**config.mk**
```make
export PLATFORM = sky130hd
export DESIGN_NAME = ir_transmit
export DESIGN_NICKNAME = d
export VERILOG_FILES = /design/src/rtl/ir_transmit.sv
export SDC_FILE = /design/constraint.sdc
export NUM_CORES = 1
export LEC_CHECK = 0
export CORE_ASPECT_RATIO = 1.4
export CORE_UTILIZATION = 45
export CTS_BUF_LIST = sky130_fd_sc_hd__clkbuf_8 sky130_fd_sc_hd__clkbuf_16
export DETAILED_ROUTE_END_ITERATION = 16
export PLACE_DENSITY = 0.67
export SLEW_MARGIN = 25
export SYNTH_ARGS = -nofsm -noshare
export SYNTH_HDL_FRONTEND = slang
export SYNTH_SLANG_ARGS = --single-unit
```
**constraint.sdc**
```tcl
create_clock -name clk -period 2.6 [get_ports clk]
set_input_delay 0.52 -clock clk [delete_from_list [all_inputs] [get_ports clk]]
set_output_delay 0.52 -clock clk [all_outputs]
set_load 0.05 [all_outputs]
```
**src/rtl/ir_transmit.sv**
```systemverilog
// rtl/ir_transmit.sv - NEC infrared transmitter with mark/space envelope and carrier-gated LED drive
module ir_transmit #(
    parameter int UNIT_CYCLES  = 28125,
    parameter int CARRIER_HALF = 658,
    parameter int MODULATE     = 1
) (
    input  logic        clk,
    input  logic        rst,
    input  logic        start,
    input  logic        rep,
    input  logic [15:0] addr,
    input  logic [7:0]  cmd,
    output logic        busy,
    output logic        done,
    output logic        ir_env,
    output logic        ir_txd
);

    localparam int CW   = $clog2(UNIT_CYCLES + 1);
    localparam int CARW = $clog2(2 * CARRIER_HALF + 1);

    typedef enum logic [2:0] {
        IDLE,
        LEAD_MARK,
        LEAD_SPACE,
        BIT_MARK,
        BIT_SPACE,
        STOP_MARK
    } state_t;

    state_t            state_q, state_d;
    logic [CW-1:0]     cyc_q, cyc_d;
    logic [3:0]        unit_q, unit_d;
    logic [4:0]        bit_q, bit_d;
    logic [31:0]       word_q, word_d;
    logic              rep_q, rep_d;
    logic [CARW-1:0]   car_q, car_d;
    logic              done_q, done_d;

    logic [3:0]        last_unit;
    logic              unit_end;
    logic              mark_d;

    always_comb begin
        state_d   = state_q;
        cyc_d     = cyc_q;
        unit_d    = unit_q;
        bit_d     = bit_q;
        word_d    = word_q;
        rep_d     = rep_q;
        car_d     = car_q;
        done_d    = 1'b0;
        last_unit = 4'd0;

        case (state_q)
            LEAD_MARK:  last_unit = 4'd15;
            LEAD_SPACE: last_unit = rep_q ? 4'd3 : 4'd7;
            BIT_SPACE:  last_unit = word_q[bit_q] ? 4'd2 : 4'd0;
            default:    last_unit = 4'd0;
        endcase

        unit_end = (cyc_q == CW'(UNIT_CYCLES - 1)) && (unit_q == last_unit);

        if (state_q == IDLE) begin
            if (start) begin
                word_d  = {~cmd, cmd, addr[15:8], addr[7:0]};
                rep_d   = rep;
                state_d = LEAD_MARK;
                cyc_d   = '0;
                unit_d  = '0;
                bit_d   = '0;
            end
        end else begin
            if (cyc_q == CW'(UNIT_CYCLES - 1)) begin
                cyc_d  = '0;
                unit_d = unit_q + 4'd1;
            end else begin
                cyc_d = cyc_q + 1'b1;
            end
            if (unit_end) begin
                unit_d = '0;
                case (state_q)
                    LEAD_MARK:  state_d = LEAD_SPACE;
                    LEAD_SPACE: state_d = rep_q ? STOP_MARK : BIT_MARK;
                    BIT_MARK:   state_d = BIT_SPACE;
                    BIT_SPACE: begin
                        if (bit_q == 5'd31) begin
                            state_d = STOP_MARK;
                        end else begin
                            state_d = BIT_MARK;
                            bit_d   = bit_q + 5'd1;
                        end
                    end
                    default: begin
                        state_d = IDLE;
                        done_d  = 1'b1;
                    end
                endcase
            end
        end

        mark_d = (state_d == LEAD_MARK) || (state_d == BIT_MARK) || (state_d == STOP_MARK);

        // Carrier phase is re-anchored on every mark entry so each mark starts high.
        if (!mark_d || (state_d != state_q)) begin
            car_d = '0;
        end else if (car_q == CARW'(2 * CARRIER_HALF - 1)) begin
            car_d = '0;
        end else begin
            car_d = car_q + 1'b1;
        end
    end

    always_ff @(posedge clk) begin
        if (rst) begin
            state_q <= IDLE;
            cyc_q   <= '0;
            unit_q  <= '0;
            bit_q   <= '0;
            word_q  <= '0;
            rep_q   <= 1'b0;
            car_q   <= '0;
            done_q  <= 1'b0;
        end else begin
            state_q <= state_d;
            cyc_q   <= cyc_d;
            unit_q  <= unit_d;
            bit_q   <= bit_d;
            word_q  <= word_d;
            rep_q   <= rep_d;
            car_q   <= car_d;
            done_q  <= done_d;
        end
    end

    assign busy   = (state_q != IDLE);
    assign done   = done_q;
    assign ir_env = (state_q == LEAD_MARK) || (state_q == BIT_MARK) || (state_q == STOP_MARK);
    assign ir_txd = (MODULATE != 0) ? (ir_env && (car_q < CARW'(CARRIER_HALF))) : ir_env;

endmodule

```
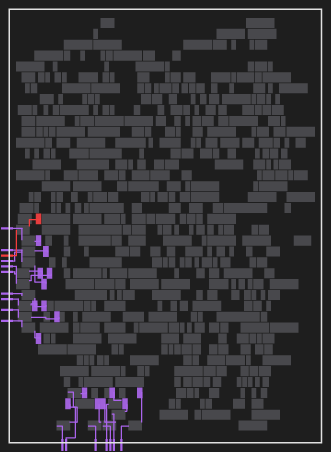
*Port wiring, run 1*
(4 px per um)
color	port	bits	direction	end cells	buffers	wire
red	rep	1	input	1	1	12.2 um
purple	addr	16	input	16	16	168 um

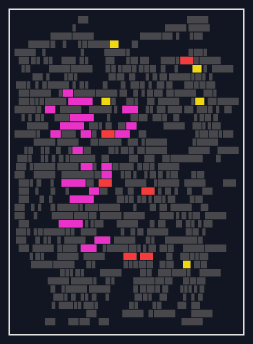
*Gate-type map, run 1*
(3 px per um)
color	family	cells	most used
yellow	non-inverting ao/oa cells	5	o31a_1
red	fa/ha/maj cells	6	ha_1
magenta	mux cells	20	mux2i_1

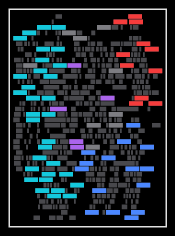
*Sequential cells colored by netlist name, run 1*
(2 px per um)
color	signal	flops
cyan	word_q	32
blue	cyc_q	15
red	car_q	11
purple	bit_q	5
not colored	9
register area: 1450 um2
sequential share of cell area: 33.2%

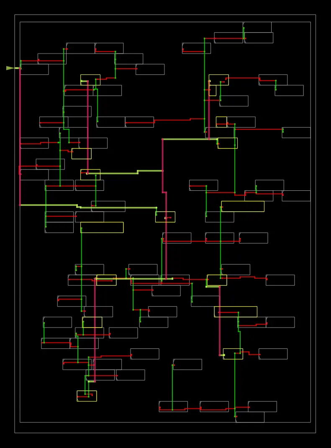
*Clock routing, run 1*
number of buffers created by CTS: 9
clock tree skew after final layout: 0.00549 ns
total clock network power: 1.11 mW

[run 1: how the worst min path moves through the flow]
stage,startpoint,end,slack (ns),depth (start not counted)
3_5_place_dp,car_q[0],car_q[0],0.44,1
5_1_grt,car_q[0],car_q[0],0.47,1
3_3_place_gp,car_q[0],car_q[0],0.44,1
4_1_cts,car_q[0],car_q[0],0.46,1
2_1_floorplan,car_q[0],car_q[0],0.42,1
6_report,car_q[0],car_q[0],0.45,1
[run 1: final cells by class]
| type | instances | area (um2) |
|---|---|---|
| multi-input combinational | 330 | 2040 |
| timing repair buffer | 49 | 465 |
| fill | 722 | 3400 |
| inverter | 7 | 26.3 |
| sequential | 72 | 1450 |
| clock inverter | 5 | 103 |
| tap | 100 | 125 |
| clock buffer | 11 | 151 |
==> job_summary.md, run 1 <==
### Metrics collected by this job

| Metric | Value |
|---|---|
| Most instantiated cells after synthesis | 80 x nand2_1, 72 x dfxtp_1, 48 x a21oi_1 |
| Iter 0 DRT Violations | 167 |
| Cell seen most often among critical-path stages | mux2_4 |
| TritonCTS clock tree | yes |
| Total number of yosys warnings | 0 |
| Area growth from synthesis to final layout | 20.6% |
| Grt met1 use | 23.2% |
| Total negative setup slack | 0 ns |
| Filler-free cell count of the finished design | 574 |
| Maximum number of pins on one net before global-route repair | 37 |
| XOR/XNOR share of the synthesized area | between 2 and 3% |
| Top routing layer used | met4 |
| Core Region | ~7700 um2 |
| Met3 GRT Util | 4.14% |
| Dpl hpwl | 5.63 mm |
| Overall power of the completed layout | 2.52 mW |
| Top cell area share | 39.9% |
| Count of state elements after synthesis | 72 |
| Gates resized, CTS repair | 1 |
| Reg-to-reg critical path startpoint | bit_q[2] |
| Arithmetic-cell share of the synthesized area counting full adders, half adders and majority gates | 2.08% |
| Endpoint arrival time on the critical path | 2.75 ns |
| Distinct lib cells used | about 55 |
| Series of cell instances along the critical path | buf_12, mux2_4, a221oi_2, o211ai_2, a31oi_4, mux2_4, or4b_1, nand2_1 |
| Placed insts | 558 |
| Overall via count from detail_route | ~3,200 |
| Transition at the pin with the smallest max-transition slack | between 0.5 and 0.6 ns |
| Wire length on met2 | 4.03 mm |
| Share of power burned in the clock network | around 44% |
| Simple share | a little over a quarter |
| Reg2Reg Depth | 8 |
| Critical path endpoint category | flip-flop |
| Worst slack on hold paths | 0.454 ns |
| Mapped Cells | roughly 430 |
| Area fraction in compound gates after synthesis | 16.4% |
| Worst path buffer plus inverter count | 1 |
| Total stage count of the critical path | 8 |
| Flip-flop and latch power | 1.16 mW |
| Post-synth top flop | dfxtp_1 |
| H-tree depth | 3 |
| Wire length of the first global-routing pass | between 10 and 15 mm |
| Top-level port count | 32 |
| Part of the Yosys area used for sequential elements | 39.9% |
| Area of the mapped netlist | ~3600 um2 |
| Pwr per Cell Area | between 500 and 600 nW/um2 |
| Standard cell area after detailed placement | 4090 um2 |
| Worst reg2reg endpoint | bit_q[2] |
| Peak-usage layer in the global routing report | met2 |
| Net Switching | about 0.58 mW |
| Length of routed wiring on met1 | 3.36 mm |
| Fraction of registers with async set or reset after synthesis | 0% |
| Status | finished, final reports clean |
| Power group with the largest share | registers |
| Multiplexer area fraction after synthesis | 8.18% |
| Portion of total power attributed to combinational logic | 9.6% |
| Most popular library cell in the synthesized design by count | nand2_1 |
| Worst endpoint required time | 2.90 ns |
| Number of pins exceeding their max-slew limit in the final report | 0 |
| Syn nets | 467 |
| Worst slack after detailed placement | -0.0104 ns |
| Number of warnings in the stage logs | 27 |
| GR Layer Usage met2 | 37.2% |
| Clock Pin Slew Worst Setup and Hold Paths | 0.07 ns |
| Root buffer cell | clkbuf_8 |
| Via count of the first global-routing pass | ~3,100 |
| Final setup slack of the worst path | 0.155 ns |
| Critical path endpoint | bit_q[2] |
| Number of antenna violations at the first check in global routing | 0 |
| Register ranked first by flip-flop count | word_q |
| Die span in x | about 78 um |
| Floorplan row count | 38 |
| Count of nets after finishing | 503 |
| Lkg Pwr | 1.56 nW |
| Number of hold-repair buffers added at the cts stage | 0 |
| Remaining antenna violation count | 0 |
--- run 2 (diff from run 1) ---
- SLEW_MARGIN: 25 -> not set
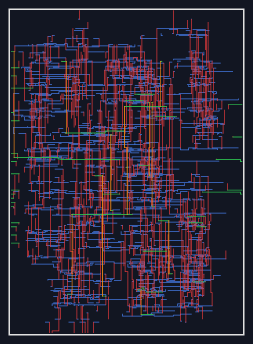
*Routed metal, one color a layer, run 2*
(3 px per um)
color	layer	wire length
green	M3	242 um
red	M2	4,030 um
blue	M1	3,360 um
orange	M4	288 um

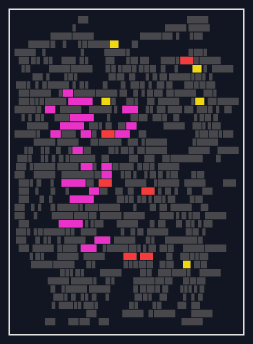
*Gate-type map, run 2*
(3 px per um)
color	family	cells	most used
red	fa/ha/maj cells	6	ha_1
yellow	non-inverting ao/oa cells	5	o31a_1
magenta	mux cells	20	mux2i_1
share of cell area taken by multi-input logic gates: 46.8%
most numerous logic cell after layout: nand2_1
filler-free cell count of the finished design: 574

==> run 2 against run 1 <==
  * Hold slack unchanged
  * Register-to-register slack hardly changed
  * Sequential share of layout area did not move
  * Critical path type unchanged
  * Critical endpoint unchanged
  * Largest cell class unchanged
==> job_summary.md, run 2 <==
### Metrics collected by this job

| Metric | Value |
|---|---|
| Total number of yosys warnings | 0 (unchanged) |
| Remaining antenna violation count | 0 (unchanged) |
| Number of pins exceeding their max-slew limit in the final report | 0 (unchanged) |
| Count of nets after finishing | 503 (unchanged) |
| Overall power of the completed layout | 2.52 mW (unchanged) |
| Standard cell area after detailed placement | 4090 um2 (unchanged) |
| Clock Pin Slew Worst Setup and Hold Paths | 0.07 ns (about the same) |
| Lkg Pwr | 1.56 nW (unchanged) |
| Top cell area share | 39.9% (unchanged) |
| Maximum clock frequency | 409 MHz |
| Number of logic gates | 330 (unchanged) |
| Minimum setup slack among reg-to-reg paths | 0.16 ns |
| Status | finished, final reports clean |
| Maxcap violations | 0 |
| Proportion of cell area spent on the clock network | 5.84% (unchanged) |
| Clock buffer count in the final layout | 11 (unchanged) |
| Number of sequential cells | 72 (unchanged) |
| Worst slack on hold paths | 0.454 ns (unchanged) |
| Layout buffering overhead excluding clock cells | 10.7% (unchanged) |
| Sequential share of cell area | 33.2% (unchanged) |
| Final setup slack of the worst path | 0.155 ns (unchanged) |
| Total negative setup slack | 0 ns (unchanged) |
| Portion of total power attributed to combinational logic | 9.6% (about the same) |
| Plain + repair buffers | 49 (unchanged) |
| Count of state elements after synthesis | 72 (unchanged) |
| Final routed wire length divided by cell count | between 10 and 15 um |
| Well tap count | 100 (unchanged) |
| Placed insts | 558 (unchanged) |
| Inverter tally of the final layout excluding the clock network | 7 (unchanged) |
| Endpoint of the worst hold path | car_q[0] |
| Area fraction in compound gates after synthesis | 16.4% (unchanged) |
| Share of power burned in the clock network | 44.3% (about the same) |
| Maximum number of pins on one net before global-route repair | 37 (unchanged) |
| Reg2Reg Depth | 8 (unchanged) |
| Die span in x | 77.7 um (unchanged) |
| Number of enable-type register cells in the synthesized netlist | 0 |
| Wire length of the first global-routing pass | 13.8 mm (unchanged) |
| Worst endpoint required time | 2.90 ns (about the same) |
| Endpoint arrival time on the critical path | 2.75 ns (about the same) |
| Pwr per Cell Area | 578 nW/um2 (unchanged) |
| Number of buffers created by CTS | 9 (unchanged) |
| Fraction of registers with async set or reset after synthesis | 0% (unchanged) |
| Iter 0 DRT Violations | 167 (unchanged) |
| Number of antenna violations at the first check in global routing | 0 (unchanged) |
| Arithmetic-cell share of the synthesized area counting full adders, half adders and majority gates | 2.08% (unchanged) |
| Number of clock sinks | 72 |
| TritonCTS clock tree | yes |
| Transition at the pin with the smallest max-transition slack | 0.502 ns (unchanged) |
| Type of the worst setup path | flip-flop to flip-flop |
| Register area | 1450 um2 (unchanged) |
| Most popular library cell in the synthesized design by count | nand2_1 |
| Cell type taking the most area | logic gates |
| Core Region | 7750 um2 (unchanged) |
| Number of hold-repair buffers added at the cts stage | 0 (unchanged) |
| Part of the Yosys area used for sequential elements | 39.9% (unchanged) |
| XOR/XNOR share of the synthesized area | 2.91% (unchanged) |
| Area growth from synthesis to final layout | 20.6% (unchanged) |
| Area of the mapped netlist | 3610 um2 (unchanged) |
| Cell count of the worst hold path | 1 (unchanged) |
| Net Switching | 0.581 mW (unchanged) |
| Comb. cell area | 2040 um2 (unchanged) |
| Power group with the largest share | registers |
| Most instantiated cells after synthesis | 80 x nand2_1, 72 x dfxtp_1, 48 x a21oi_1 |
| Clock tree skew after final layout | 0.00549 ns (unchanged) |
| Register ranked first by flip-flop count | word_q |
| Flip-flop and latch power | 1.16 mW (about the same) |
| Critical path endpoint category | flip-flop |
| Floorplan row count | 38 (unchanged) |
| Multiplexer area fraction after synthesis | 8.18% (unchanged) |
| Largest regs | word_q: 32 flops, cyc_q: 15 flops, car_q: 11 flops |
| Top-level port count | 32 (unchanged) |
| Dpl hpwl | 5.63 mm (unchanged) |
| Hold Path Origin | car_q[0] |
| Post-synth top flop | dfxtp_1 |
| Overall via count from detail_route | 3,197 (unchanged) |
| H-tree depth | 3 (unchanged) |
| Simple share | 26.7% (unchanged) |
| Mapped Cells | 433 (unchanged) |
| Via count of the first global-routing pass | 3,099 (unchanged) |
| Number of warnings in the stage logs | 27 (unchanged) |
| Gates resized, CTS repair | 1 (unchanged) |
| Syn nets | 467 (unchanged) |
| Total clock network power | 1.11 mW (about the same) |
| Fill cell count | 722 (unchanged) |
| Root buffer cell | clkbuf_8 |
| Worst slack after detailed placement | -0.0104 ns (unchanged) |
## run 2: cell counts after synthesis
Identical to the previous run, type by type.
## run 2: routing by layer
layer	track usage [%]	share of wire, %	vias up
met3	4.14	3.0	25
met4	12.3	3.6	0
li1	-	-	1610
met1	23.2	42	1495
met2	37.2	51	67
met5	0	0	-
## run 2: how the worst max path moves through the flow
stage            endpoint  cells after the start
3_5_place_dp     bit_q[2]                      7
2_1_floorplan    bit_q[0]                      8
6_report         bit_q[2]                      8
5_1_grt        state_q[2]                      9
4_1_cts              busy                      4
3_3_place_gp     bit_q[2]                      7
## run 2: critical path: stages (launching register included)
cell      delay (ns)
dfxtp_1         0.36
buf_12          0.16
mux2_4          0.31
a221oi_2        0.27
o211ai_2        0.17
a31oi_4         0.25
mux2_4          0.34
or4b_1          0.46
nand2_1         0.07
--- run 3 (diff from run 2) ---
- CORE_MARGIN: not set -> 4
- GPL_ROUTABILITY_DRIVEN: not set -> 0
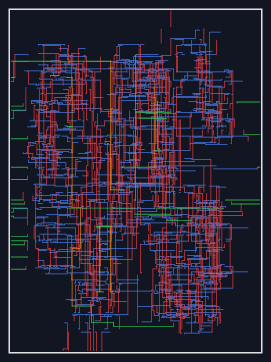
*Routed metal, one color a layer, run 3*
(3 px per um)
color	layer	wire length
red	M2	4,100 um
blue	M1	3,480 um
green	M3	312 um
orange	M4	263 um

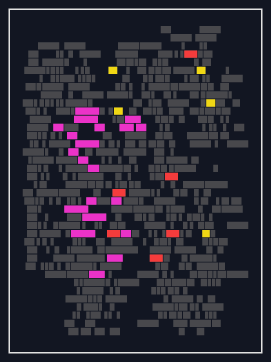
*Gate-type map, run 3*
(3 px per um)
color	family	cells	most used
magenta	mux cells	20	mux2i_1
red	fa/ha/maj cells	6	ha_1
yellow	non-inverting ao/oa cells	5	o31a_1
share of cell area taken by multi-input logic gates: 47.7%
filler-free cell count of the finished design: 575

==> run 3 against run 2 <==
  * Area after synthesis stayed put
  * Combinational power hardly changed
  * Routed wire length is 3.1% higher
  * Setup slack worse by 0.018 ns
  * Synthesized cell count stayed put
  * Via count is 0.69% lower
  * Highest routed layer unchanged
  * Core utilization is 0.60 points lower
  * Sequential power hardly changed
==> job_summary.md, run 3 <==
### Metrics collected by this job

| Metric | Value |
|---|---|
| Status | finished, final reports clean |
| Simple share | 26.7% (unchanged) |
| Fraction of registers with async set or reset after synthesis | 0% (unchanged) |
| Most popular library cell in the synthesized design by count | nand2_1 |
| Area of the mapped netlist | 3610 um2 (unchanged) |
| Total clock network power | 0.900 mW (-19%) |
| Post-synth top flop | dfxtp_1 |
| Share of power burned in the clock network | 39.0% (-5.3 points) |
| Multiplexer area fraction after synthesis | 8.18% (unchanged) |
| Gates resized, CTS repair | 2 (+1) |
| Sequential share of cell area | 33.4% (+0.24 points) |
| Top-level port count | 32 (unchanged) |
| Dpl hpwl | 5.94 mm (+5.6%) |
| Critical path endpoint | bit_q[2] |
| Floorplan row count | 38 (unchanged) |
| TritonCTS clock tree | yes |
| Hold Path Origin | car_q[0] |
| XOR/XNOR share of the synthesized area | 2.91% (unchanged) |
| Endpoint arrival time on the critical path | 2.76 ns (about the same) |
| Most numerous logic cell after layout | nand2_1 |
| Portion of total power attributed to combinational logic | 10.6% (+1.0 points) |
| Worst endpoint required time | 2.90 ns (about the same) |
| Power group with the largest share | registers |
| Number of clock sinks | 72 (unchanged) |
| Area fraction in compound gates after synthesis | 16.4% (unchanged) |
| Count of state elements after synthesis | 72 (unchanged) |
| Arithmetic-cell share of the synthesized area counting full adders, half adders and majority gates | 2.08% (unchanged) |
| Mapped Cells | 433 (unchanged) |
| Part of the Yosys area used for sequential elements | 39.9% (unchanged) |
| Number of logic gates | 330 (unchanged) |
| Pwr per Cell Area | 532 nW/um2 (-8.0%) |
| Proportion of cell area spent on the clock network | 4.59% (-1.2 points) |
| Maximum clock frequency | 406 MHz (-0.74%) |
| Count of nets after finishing | 504 (+0.20%) |
| Remaining antenna violation count | 0 (unchanged) |
| Comb. cell area | 2070 um2 (+1.4%) |
| Critical path endpoint category | flip-flop |
| Number of sequential cells | 72 (unchanged) |
| Clock Pin Slew Worst Setup and Hold Paths | 0.08 ns (about the same) |
| Clock tree skew after final layout | 0.00919 ns (+0.00370 ns) |
| Overall via count from detail_route | 3,175 (-0.69%) |
| Total negative setup slack | 0 ns (unchanged) |
| Wire length of the first global-routing pass | 14.1 mm (+1.7%) |
-- run 3: cell types whose count changed in the layout (fill, tap and decap cells not counted), sizes merged --
cell          before  now
clkinvlp           1    0
inv                7    9
buf               20   22
clkinv             1    2
bufinv             3    1
dlymetal6s2s       1    0
-- run 3: per-layer routing --
metal  routed length (um)  track usage [%]
met3                  311             3.47
met1                 3480             20.0
met2                 4100             32.8
met4                  263             9.87
met5                    0                0
-- run 3: through the flow --
step                      std cells  util (%)  power (mW)  hold slack, ns  area [um2]
after floorplan                 433         -        1.33           0.418        3610
after global placement          559      52.5        1.43           0.432        4090
after detailed placement        559      52.5        1.43           0.440        4090
after CTS                       575      55.1        2.34           0.451        4300
final                           575      55.6        2.30           0.446        4330
after global routing            575      55.6        2.40           0.479        4330
Power and IR drop assume default switching activity.
